[config.mk]
export PLATFORM = sky130hd
export DESIGN_NAME = sayac_izleyici
export DESIGN_NICKNAME = d
export VERILOG_FILES = /design/src/rtl/sayac_izleyici.sv
export SDC_FILE = /design/constraint.sdc
export NUM_CORES = 1
export LEC_CHECK = 0
export CAP_MARGIN = 20
export CORE_MARGIN = 1
export CORE_UTILIZATION = 30
export DETAILED_ROUTE_END_ITERATION = 6
export SYNTH_ARGS = -nofsm -noshare
export SYNTH_HDL_FRONTEND = slang
export SYNTH_SLANG_ARGS = --single-unit
[constraint.sdc]
create_clock -name saat -period 3.97 [get_ports saat]
set_clock_uncertainty 0.05 [all_clocks]
set_input_delay 0.5955 -clock saat [delete_from_list [all_inputs] [get_ports saat]]
set_output_delay 0.5955 -clock saat [all_outputs]
set_load 0.02 [all_outputs]
[src/rtl/sayac_izleyici.sv]
// sayac_izleyici: monitors the sayac counter's sonuc stream, buffers each
// sample taken while mesgul is high in a FIFO drained over valid/ready, and
// emits a one-cycle summary (count, sum, min, max, hazir, overflow) when a
// counting session ends.
module sayac_izleyici #(
    parameter int DERINLIK = 8,
    parameter int TOPLAM_W = 20
) (
    input  logic                      saat,
    input  logic                      reset,
    input  logic                      mesgul_giris,
    input  logic [7:0]                sonuc_giris,
    input  logic                      hazir_giris,
    output logic [7:0]                veri_cikis,
    output logic                      veri_gecerli,
    input  logic                      veri_al,
    output logic [$clog2(DERINLIK):0] doluluk,
    output logic                      ozet_gecerli,
    output logic [9:0]                adim_sayisi,
    output logic [TOPLAM_W-1:0]       toplam,
    output logic [7:0]                en_kucuk,
    output logic [7:0]                en_buyuk,
    output logic                      hazir_goruldu,
    output logic                      tasma
);

    localparam int AW = $clog2(DERINLIK);
    localparam logic [AW:0] DOLU = (AW+1)'(DERINLIK);

    localparam logic [1:0] BOS   = 2'd0;
    localparam logic [1:0] TOPLA = 2'd1;
    localparam logic [1:0] OZET  = 2'd2;

    logic [1:0]          durum, sonraki_durum;
    logic [7:0]          bellek [DERINLIK];
    logic [AW-1:0]       yaz_ptr, oku_ptr;

    logic [9:0]          canli_adim;
    logic [TOPLAM_W-1:0] canli_toplam;
    logic [7:0]          canli_min, canli_max;
    logic                canli_hazir, canli_tasma;

    logic ornek, yeni_oturum, oturum_bitti, cek, dolu, yaz, dusur;

    // Sampling, FIFO handshake and overflow decode
    always_comb begin
        ornek        = mesgul_giris;
        yeni_oturum  = mesgul_giris && (durum != TOPLA);
        oturum_bitti = !mesgul_giris && (durum == TOPLA);
        cek          = veri_gecerli && veri_al;
        dolu         = (doluluk == DOLU);
        // A pop on the same edge frees the slot, so a full FIFO still accepts
        yaz          = ornek && (!dolu || cek);
        dusur        = ornek && dolu && !cek;
    end

    // Session FSM next-state
    always_comb begin
        sonraki_durum = BOS;
        case (durum)
            BOS:     sonraki_durum = mesgul_giris ? TOPLA : BOS;
            TOPLA:   sonraki_durum = mesgul_giris ? TOPLA : OZET;
            OZET:    sonraki_durum = mesgul_giris ? TOPLA : BOS;
            default: sonraki_durum = BOS;
        endcase
    end

    assign ozet_gecerli = (durum == OZET);
    assign veri_gecerli = (doluluk != '0);
    assign veri_cikis   = bellek[oku_ptr];

    // State register
    always_ff @(posedge saat or negedge reset) begin
        if (!reset) durum <= BOS;
        else        durum <= sonraki_durum;
    end

    // FIFO storage, pointers and occupancy
    always_ff @(posedge saat or negedge reset) begin
        if (!reset) begin
            for (int unsigned i = 0; i < DERINLIK; i++) bellek[i] <= '0;
            yaz_ptr <= '0;
            oku_ptr <= '0;
            doluluk <= '0;
        end else begin
            if (yaz) begin
                bellek[yaz_ptr] <= sonuc_giris;
                yaz_ptr         <= yaz_ptr + AW'(1);
            end
            if (cek) oku_ptr <= oku_ptr + AW'(1);
            case ({yaz, cek})
                2'b10:   doluluk <= doluluk + (AW+1)'(1);
                2'b01:   doluluk <= doluluk - (AW+1)'(1);
                default: doluluk <= doluluk;
            endcase
        end
    end

    // Live session accumulators; the first sample of a session reinitialises them
    always_ff @(posedge saat or negedge reset) begin
        if (!reset) begin
            canli_adim   <= '0;
            canli_toplam <= '0;
            canli_min    <= '0;
            canli_max    <= '0;
            canli_hazir  <= 1'b0;
            canli_tasma  <= 1'b0;
        end else if (yeni_oturum) begin
            canli_adim   <= 10'd1;
            canli_toplam <= TOPLAM_W'(sonuc_giris);
            canli_min    <= sonuc_giris;
            canli_max    <= sonuc_giris;
            canli_hazir  <= hazir_giris;
            canli_tasma  <= dusur;
        end else if (ornek) begin
            if (canli_adim != '1) canli_adim <= canli_adim + 10'd1;
            canli_toplam <= canli_toplam + TOPLAM_W'(sonuc_giris);
            if (sonuc_giris < canli_min) canli_min <= sonuc_giris;
            if (sonuc_giris > canli_max) canli_max <= sonuc_giris;
            canli_hazir  <= canli_hazir | hazir_giris;
            canli_tasma  <= canli_tasma | dusur;
        end
    end

    // Summary registers, loaded when a session ends and held until the next one
    always_ff @(posedge saat or negedge reset) begin
        if (!reset) begin
            adim_sayisi   <= '0;
            toplam        <= '0;
            en_kucuk      <= '0;
            en_buyuk      <= '0;
            hazir_goruldu <= 1'b0;
            tasma         <= 1'b0;
        end else if (oturum_bitti) begin
            adim_sayisi   <= canli_adim;
            toplam        <= canli_toplam;
            en_kucuk      <= canli_min;
            en_buyuk      <= canli_max;
            hazir_goruldu <= canli_hazir;
            tasma         <= canli_tasma;
        end
    end

endmodule

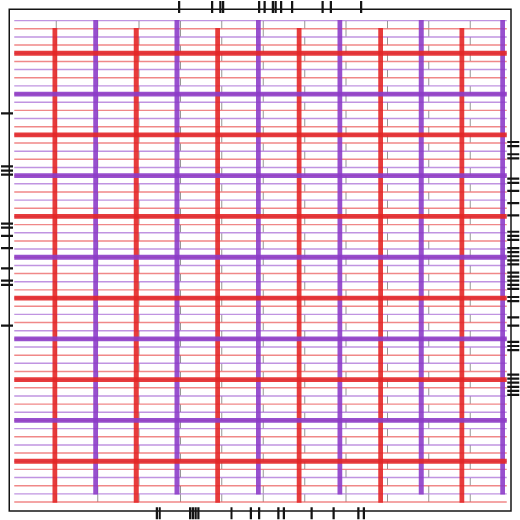
*Power grid*
Scale: 3 px per um. Pins as bars on the die edge. Tap cells in grey.
[purple] VDD
[red] VSS
met1 rails: 60
met5 straps: 11
rows: 59
core area: 26400 sq um
VDD IR max: 0.000591 V
die width: 167 um
Die Y: 167 um

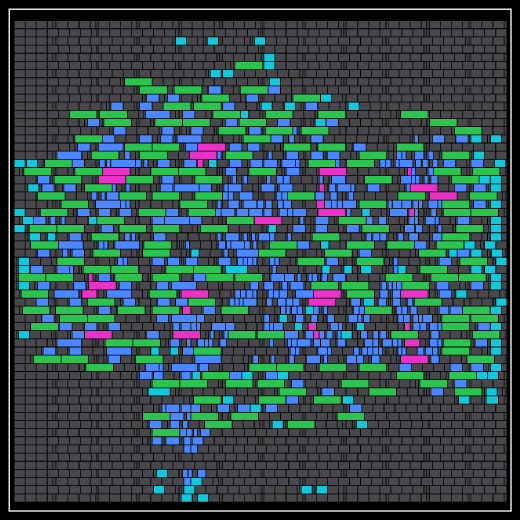
*Cell classes on the final placement*
Scale: 3 px per um. Fill, decap, tap and diode cells in grey.
[magenta] clock drivers and dummy loads | cells: 29 | share of their area: 5.4%
[cyan] remaining buffers and delay cells | cells: 95 | share of their area: 9.8%
[green] registers | cells: 172 | share of their area: 45%
[blue] remaining logic cells | cells: 445 | share of their area: 39%
fin area: 9880 sq um
std cell rows: 59
fraction of area in registers: 43.6%

==> impl_metrics.py <==
# Synthesis and PnR figures
metrics = {
    "run_status": {
        "status": "completed",
    },
    "timing": {
        "drv_slew": 0,
        "maxSlewHeadroom_pct": 49.3,
        "rsz0062_at_grt": "false",
        "final_hold_viol_count": 0,
        "finalSetupViolations": 0,
        "tns_ns": 0,
        "finalClockPeriodUsage_pct": 80.3,
        "setup_ws_ns": 0.781,
        "tightestPinTransition_ns": 0.758,
        "fmax_mhz": 314,
        "period_needed_ns": 3.19,
        "hold_slack_ns": 0.141,
    },
    "grt": {
        "use_met1_pct": 19.7,
        "grt_usage_pct": 14.1,
        "gr-total-overflow": 0,
        "grt_max_degree": 73,
        "antenna_found_initial": 0,
        "grt_pass1_vias": 5300,
        "grt_pass1_wl_mm": 30.2,
        "use_met3_pct": 2.85,
        "grt_busiest_layer": "met2",
        "use_met2_pct": 22.2,
    },
    "pwr": {
        "finalPower_mw": 6.61,
        "comb_power_share_pct": 36.7,
        "cell_internal_pwr_mw": 4.46,
        "top_power_group": "registers",
        "p_leak_nw": 4.27,
        "p_switching_mw": 2.15,
        "combinationalPower_mw": 2.43,
        "p_per_area_nw_per_um2": 669,
        "power_switching_share_pct": 32.5,
        "powerSeq_mw": 2.69,
        "power_frac_seq_pct": 40.8,
    },
    "critical_path": {
        "startpoint_type": "flop",
        "cp.required_ns": 3.32,
        "crit_chain": "buf_4, mux4_2, mux2_2, clkdlybuf4s50_1",
        "critPathKind": "reg -> out",
        "max_stage_delay_ns": 0.57,
        "crit_fanout": 18,
        "crit_family": "buffers and inverters",
        "endpoint_kind": "output port",
        "cp.arrival_ns": 2.54,
        "critPathSlowestCell": "mux4_2",
        "crit_buf_inv": 2,
    },
    "layout": {
        "final_cell_mix": "dfrtp_1, mux2_2, clkdlybuf4s50_1, nand2_1, a21oi_1",
        "utilization_pct": 37.5,
        "fill_cells": 2575,
        "fin_nets": 774,
        "area_growth_pct": 21.4,
        "drive_above_1_share_pct": 26.5,
        "fin_cells": 1076,
        "largest-register": "bellek",
        "layout_top_cell": "dfrtp_1",
        "n_antenna_cell": 0,
        "top_regs": "bellek: 64 flops, canli_toplam: 20 flops, toplam: 20 flops",
        "logic_area_sq_um": 3630,
        "largest_reg_flops": 64,
        "flop_area_sq_um": 4300,
    },
    "cts": {
        "h-tree-depth": 4,
        "max-clock-path-buffers": 2,
        "cts_buffers": 17,
        "clock-sinks": 172,
        "cts_resized": 0,
        "cts_root_buffer": "clkbuf_16",
        "cts_tree": "yes",
        "cts_hold_buf": 0,
        "clk_pin_slew_ns": 0.06,
        "post_cts_buffers": 0,
    },
    "route": {
        "vias_per_cell": 4.95,
        "routed_wl_mm": 18.4,
        "m1WireLength_mm": 8.85,
        "wl_per_cell_um": 17.1,
        "dr.pass1.iters": 5,
        "met2RoutedLength_mm": 8.74,
        "drt_iter0_drc": 218,
        "ant_nets": 0,
        "drc_errors": 0,
        "wl_met3_um": 679,
        "highest_layer": "met4",
        "vias": 5322,
    },
    "flow_run": {
        "warning_count": 27,
        "maxCapViolCount": 0,
    },
    "place": {
        "gp_congestion": 0.759,
        "numPortBuffers": 74,
        "hpwlAfterDp_mm": 12.6,
        "dp.cells": 1047,
        "dp_slack_ns": 0.630,
        "dpl-instance-area_sq_um": 9370,
    },
    "synthesis": {
        "ys_area_sq_um": 8140,
        "postSynthSeqShare_pct": 52.9,
        "yosysTopAreaCell": "dfrtp_1",
        "async_flop_share_pct": 100,
        "edf_count": 0,
        "synthFlopType": "dfrtp_1",
        "area_leaders": "dfrtp_1, mux2_2, ha_1",
        "synth_flops": 172,
        "synth.top_cell.area_share_pct": 52.9,
        "synthesis.area_sq_um": 8140,
        "ys_cells": 646,
        "avgSynthCellArea_sq_um": 12.6,
        "yosysWarningCount": 0,
        "syn_inst": 646,
        "fp_nets": 689,
        "yosys.cell_types.count": 52,
    },
    "floorplanning": {
        "chipArea_sq_um": 27800,
        "ioPinCount": 75,
        "fp_util_pct": 30.9,
    },
    "hold_path": {
        "hold_path.class": "in -> async",
    },
}
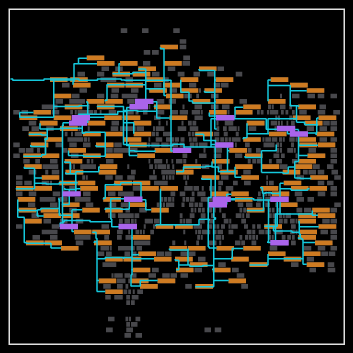
*Clock network drawn from the DEF*
Scale: 2 px per um.
[orange] flip-flops | count: 172
[purple] clock-net drivers | count: 17
[cyan] clock wires | length: 2230 um
routed clock nets: 18
Worst-Skew Late Latency: 0.42 ns
Clk pwr share: 22.5%
clock distribution power: 1.49 mW

[worst paths after layout]
kind	start	end	slack [ns]	cells past startpoint
hold reg to reg	bellek[32]	bellek[32]	0.42	2
min in group saat	bellek[32]	bellek[32]	0.42	2
setup / recovery	oku_ptr[0]	veri_cikis[3]	0.78	4
setup reg to reg	doluluk[1]	doluluk[2]	1.39	11
hold / removal	reset	toplam[15]	0.14	1
max in group asynchronous	reset	bellek[34]	2.88	2
[kinds of logic (layout without fill, tap and decap cells)]
group,Yosys count,count (layout),synth area share [%]
buffers and inverters,55,150,2.69
adder cells (fa/ha/maj),30,30,4.70
XOR/XNOR,19,19,2.04
AND/OR/NAND/NOR,134,134,8.54
flip-flops,172,172,52.9
multiplexers,144,144,22.1
AND-OR/OR-AND,92,92,7.07
[area by class of cell]
class | instances | area share, %
inverter | 26 | 1.01
sequential | 172 | 43.6
timing repair buffer | 95 | 9.36
multi-input combinational | 419 | 36.7
tap | 335 | 4.24
clock inverter | 8 | 0.481
clock buffer | 21 | 4.66
[cell usage after synthesis (2+ instances only)]
cell,number
nand4b_1,2
nand2_1,40
or4_1,4
a41oi_1,2
nand4_1,8
ha_1,29
o41ai_2,2
buf_1,7
nand3_1,16
xor2_1,10
nor2_1,27
or3_1,6
o21ai_0,27
mux4_2,16
inv_1,24
a21oi_1,30
xnor2_1,9
nor3_1,6
dfrtp_1,172
o211ai_1,5
a21o_1,5
a31oi_1,4
mux2_2,124
nor4b_4,2
o31ai_1,2
o311ai_0,2
nor2b_1,7
clkbuf_1,16
mux2i_1,3
o41ai_1,2
nand3b_1,3
and3_1,6
nand2b_1,5
buf_2,5
No activity file was given, so power comes from the tool's default toggle rates.
